<file path="config.mk">
export PLATFORM = sky130hd
export DESIGN_NAME = credit_tx_endpoint
export DESIGN_NICKNAME = d
export VERILOG_FILES = /design/src/rtl/credit_tx_endpoint.sv
export SDC_FILE = /design/constraint.sdc
export NUM_CORES = 1
export LEC_CHECK = 0
export ABC_AREA = 1
export CAP_MARGIN = 0
export CORE_AREA = 4 4 224 226
export CTS_BUF_LIST = sky130_fd_sc_hd__clkbuf_4 sky130_fd_sc_hd__clkbuf_8 sky130_fd_sc_hd__clkbuf_16
export CTS_CLUSTER_SIZE = 24
export DETAILED_ROUTE_END_ITERATION = 6
export DIE_AREA = 0 0 228 230
export PLACE_DENSITY_LB_ADDON = 0.12
export SYNTH_ARGS = -nofsm -noshare
export SYNTH_HDL_FRONTEND = slang
export SYNTH_SLANG_ARGS = --single-unit
</file>
<file path="constraint.sdc">
create_clock -name clk -period 9.9 [get_ports clk]
set_clock_uncertainty 0.1 [all_clocks]
set_input_delay 1.98 -clock clk [delete_from_list [all_inputs] [get_ports clk]]
set_output_delay 1.98 -clock clk [all_outputs]
set_load 0.05 [all_outputs]
</file>
<file path="src/rtl/credit_tx_endpoint.sv">
// Transmit endpoint of the credit-based rank-to-rank link.
// Buffers local messages in a small FIFO and launches one message per
// available credit toward the send bridge; credits come back as pulses.
module credit_tx_endpoint #(
    parameter int DATA_W     = 64,
    parameter int DEPTH      = 4,
    parameter int MAX_CREDIT = 8,
    parameter int CNT_W      = 4
) (
    input  logic                     clk,
    input  logic                     rst,
    input  logic                     in_valid,
    output logic                     in_ready,
    input  logic [DATA_W-1:0]        in_data,
    input  logic [31:0]              in_dest,
    input  logic [31:0]              my_rank,
    output logic                     snd_valid,
    input  logic                     snd_ready,
    output logic [DATA_W-1:0]        snd_data,
    output logic [31:0]              snd_dest,
    output logic [31:0]              snd_rank,
    input  logic                     credit_return,
    output logic [CNT_W-1:0]         credits,
    output logic [$clog2(DEPTH):0]   fifo_count,
    output logic                     stalled,
    output logic                     credit_err
);

    localparam int AW = $clog2(DEPTH);

    typedef enum logic [1:0] {IDLE, WAIT_CREDIT, SEND} state_t;

    state_t state, state_nxt;

    logic [DATA_W+31:0] mem [DEPTH];
    logic [AW-1:0]      wr_ptr, rd_ptr;
    logic [AW:0]        count;
    logic               full, empty, push, load, have_credit, can_take;

    assign full        = (count == (AW+1)'(DEPTH));
    assign empty       = (count == '0);
    assign in_ready    = !rst && !full;
    assign push        = in_valid && in_ready;
    // credits_eff > 0 without widening the counter
    assign have_credit = (credits != '0) || credit_return;
    // the output registers may only be overwritten once the held message is gone
    assign can_take    = (state != SEND) || snd_ready;
    assign load        = !empty && have_credit && can_take;

    assign fifo_count  = count;
    assign snd_valid   = (state == SEND);
    assign stalled     = (state == WAIT_CREDIT);

    // FIFO storage, pointers and occupancy
    always_ff @(posedge clk) begin
        if (rst) begin
            wr_ptr <= '0;
            rd_ptr <= '0;
            count  <= '0;
        end else begin
            if (push) begin
                mem[wr_ptr] <= {in_data, in_dest};
                wr_ptr      <= wr_ptr + AW'(1);
            end
            if (load) begin
                rd_ptr <= rd_ptr + AW'(1);
            end
            case ({push, load})
                2'b10:   count <= count + (AW+1)'(1);
                2'b01:   count <= count - (AW+1)'(1);
                default: count <= count;
            endcase
        end
    end

    // credit counter with saturation and sticky overflow flag
    always_ff @(posedge clk) begin
        if (rst) begin
            credits    <= CNT_W'(MAX_CREDIT);
            credit_err <= 1'b0;
        end else begin
            case ({credit_return, load})
                2'b10: begin
                    if (credits == CNT_W'(MAX_CREDIT)) credit_err <= 1'b1;
                    else                               credits    <= credits + CNT_W'(1);
                end
                2'b01:   credits <= credits - CNT_W'(1);
                default: credits <= credits;
            endcase
        end
    end

    // output message registers, loaded from the FIFO head
    always_ff @(posedge clk) begin
        if (rst) begin
            snd_data <= '0;
            snd_dest <= '0;
            snd_rank <= '0;
        end else if (load) begin
            snd_data <= mem[rd_ptr][DATA_W+31:32];
            snd_dest <= mem[rd_ptr][31:0];
            snd_rank <= my_rank;
        end
    end

    // state register
    always_ff @(posedge clk) begin
        if (rst) state <= IDLE;
        else     state <= state_nxt;
    end

    // next-state logic
    always_comb begin
        state_nxt = state;
        case (state)
            IDLE: begin
                if (load)        state_nxt = SEND;
                else if (!empty) state_nxt = WAIT_CREDIT;
            end
            WAIT_CREDIT: begin
                if (load)       state_nxt = SEND;
                else if (empty) state_nxt = IDLE;
            end
            SEND: begin
                if (snd_ready) begin
                    if (load)        state_nxt = SEND;
                    else if (!empty) state_nxt = WAIT_CREDIT;
                    else             state_nxt = IDLE;
                end
            end
            default: state_nxt = IDLE;
        endcase
    end

endmodule

</file>
**Clock nets**

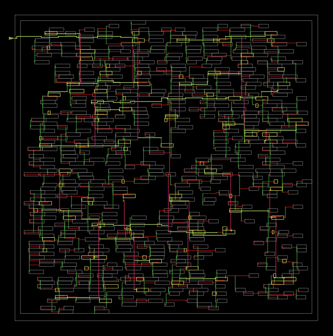
clk sinks: 526
Seq Cell Count: 526
clock buffer count: 81

==> run summary <==
run metrics: most frequent logic cell in the layout nor2_1, Pwr Density 299 mW/mm², pin count of the biggest net entering global routing 161, hpwl dp 25,800 µm, Yosys reg bits 526, Pint 0.00461 W, area reported by Yosys stat 0.0195 mm², Buffers & Inverters on Critical Path 2, Ys Warns 0, gpl congestion 0.751, Reg clk slew, reported paths 60 ps, Logic area 0.00441 mm², Synth cell types 33, tool warning count 33, most frequent cells in the layout nor2_1 (458), edfxtp_1 (384), clkdlybuf4s50_1 (271), register share of total power 39.0%, Clock Tree Buf Depth 3, GRT overflow 0, initial antenna violation count 8, Root Driver clkbuf_16, die height 230 µm, NetSw 0.00268 W, Final Hold Vio Count 0, critical path arrival 3670 ps, crit-path cells clkdlybuf4s50_1, a21oi_1, clkdlybuf4s50_1, Max FO, Critical Path 7, Sw Share 36.7%, post-route antenna net violation count 0, DRC violations left 0, CP most frequent cell clkdlybuf4s50_1, Tot Pwr 0.00729 W, vias in the first global route 12,500, # fillers 4,284, Lkg Pwr 8.35 nW, Nets 1,980, n_diodes 0, Iter 0 DRT Violations 873, All-Layer GR Usage 18.0%, Row Count 81, clk_lat worst skew 580 ps, Clk pwr share 28.4%, drt pass-1 iters 5, total negative slack 0 ps, area grow syn2layout 25.0%, FP Core Util 40.3%, final number of setup-violating endpoints 0, first-pass GRT wire length 74,300 µm, CP max stage cell clkdlybuf4s50_1, Slew HR 25.5%, cell count after synthesis 1,606, Crit path max-delay family buffers and inverters, hold buffers post-CTS 0, Post-Syn Area 0.0195 mm², critical path's largest stage delay 840 ps, I/O Buffers 271, CP Launch Type input port, DR WL/cell 19.2 µm, Seq share, synth 73.7%, fin util 50.4%, RSZ-0062 raised after global routing false, post-route insts no fill 2,507, max frequency 174 MHz, Die X 228 µm, IO Pins 272, post_cts resized 0, Worst VDD drop 0.000205 V, Gate power share 32.6%, Placed Cells 2,407, worst hold-check path type flop to flop, Setup CP Type input port to primary output, worst hold slack 385 ps, CP Capture Type primary output, Max Cap Viol 0, Reg area 0.0144 mm², share of cells above drive strength 1 7.27%, Worst Path Required 7820 ps, yosys stat cell total 1,606, die area 0.0524 mm², Worst Max-Slew Pin Slew 1120 ps, CTS tree yes, fin crit share 58.0%, Syn Area/Cell 12.1 µm², post-CTS setup buffers 0, Synth Net Count 1,746, vias per inst 5.06, Core ar. 0.0483 mm², fin crit period 5750 ps, H-Tree Level Count 2, TritonCTS buffer count 53, pins over their slew limit 0, outcome complete, no violations
**Signal wires on met3**

(2 px per µm)
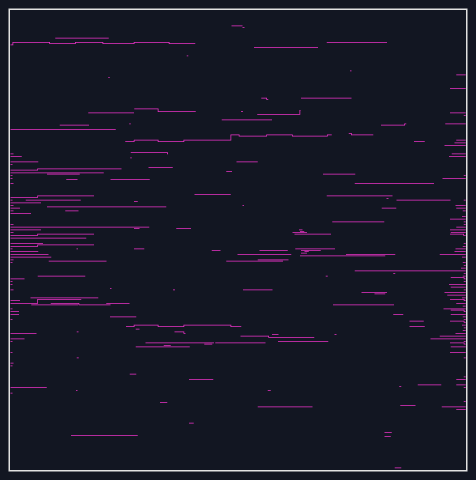
share of all routed wire: 5.5%
nets with wire on the layer: 155
wire length on this layer: 2,670 µm
main direction: horizontal
DR vias: 12,700
grt met3 use: 4.47%
Total Wirelength: 48,200 µm

## worst paths after layout
check | from | to | slack (ps) | depth (start not counted)
min | credit_err | credit_err | 380 | 1
min reg2reg | credit_err | credit_err | 380 | 1
max | rst | in_ready | 4150 | 3
max reg2reg | fifo_count[1] | mem[2][85] | 6700 | 6
## metal layers
| layer | up-vias | part of all wire (%) | GRT usage, % |
|---|---|---|---|
| met2 | 283 | 47 | 29.5 |
| met3 | 77 | 5.5 | 4.47 |
| met5 | - | 0.24 | 0 |
| met4 | 14 | 1.9 | 4.08 |
| li1 | 6197 | - | - |
| met1 | 6110 | 45 | 24.4 |
## cells in the mapped netlist
library cell | instances | share of area (%)
nor2_1 | 462 | 8.9
edfxtp_1 | 384 | 59
o21ai_0 | 236 | 6.1
dfxtp_1 | 142 | 15
a31oi_1 | 96 | 3.1
o21ai_1 | 94 | 2.4
clkbuf_1 | 48 | 0.92
buf_2 | 29 | 0.74
buf_6 | 24 | 1.4
inv_1 | 22 | 0.42
a21oi_1 | 12 | 0.31
nand2_1 | 12 | 0.23
ha_1 | 6 | 0.39
inv_2 | 5 | 0.096
nand3_1 | 5 | 0.13
buf_1 | 4 | 0.077
nand3_2 | 3 | 0.15
nand4_1 | 3 | 0.096
nor2_2 | 3 | 0.096
nand2_2 | 2 | 0.064
xor2_1 | 2 | 0.090
a211oi_1 | 1 | 0.039
buf_4 | 1 | 0.039
clkbuf_2 | 1 | 0.026
clkinv_4 | 1 | 0.045
fa_1 | 1 | 0.10
inv_4 | 1 | 0.032
nand2_4 | 1 | 0.058
nand2_8 | 1 | 0.10
nor3_1 | 1 | 0.026
o2111ai_1 | 1 | 0.045
o21a_1 | 1 | 0.039
o21bai_1 | 1 | 0.039
## cell type report
cell class	count	area share [%]
tap	622	3.19
clock inverter	19	0.909
inverter	29	0.539
clock buffer	81	6.63
multi-input combinational	944	18.1
timing repair buffer	286	11.6
sequential	526	59.0
## kinds of logic after synthesis
| family | after synthesis | synth area share, % |
|---|---|---|
| flip-flops | 526 | 73.7 |
| XOR/XNOR | 2 | 0.0899 |
| adder cells (fa/ha/maj) | 7 | 0.488 |
| AND-OR/OR-AND | 442 | 12.0 |
| AND/OR/NAND/NOR | 493 | 9.85 |
| buffers and inverters | 136 | 3.79 |
## stage by stage
stage	area, µm²	worst slack (ps)
2_1_floorplan	19500	2000
3_3_place_gp	22500	4180
3_5_place_dp	22500	4170
4_1_cts	24400	4160
5_1_grt	24400	4110
6_report	24400	4150
## power groups by stage
| stage | combinational [W] | sequential [W] | clock [W] |
|---|---|---|---|
| after floorplan | 0.00112 | 0.00348 | 0 |
| after global placement | 0.00237 | 0.00289 | 0 |
| after detailed placement | 0.00240 | 0.00289 | 0 |
| after CTS | 0.00241 | 0.00285 | 0.00213 |
| after global routing | 0.00259 | 0.00288 | 0.00222 |
| final | 0.00237 | 0.00284 | 0.00207 |
## flip-flops by register name (all words and copies together) (netlist names)
| register | cells |
|---|---|
| state | 2 |
| snd_rank | 32 |
| fifo_count | 3 |
| credit_err | 1 |
| wr_ptr | 2 |
| snd_dest | 32 |
| rd_ptr | 2 |
| mem | 384 |
| credits | 4 |
| snd_data | 64 |
Power is estimated from default activity; no workload was simulated.
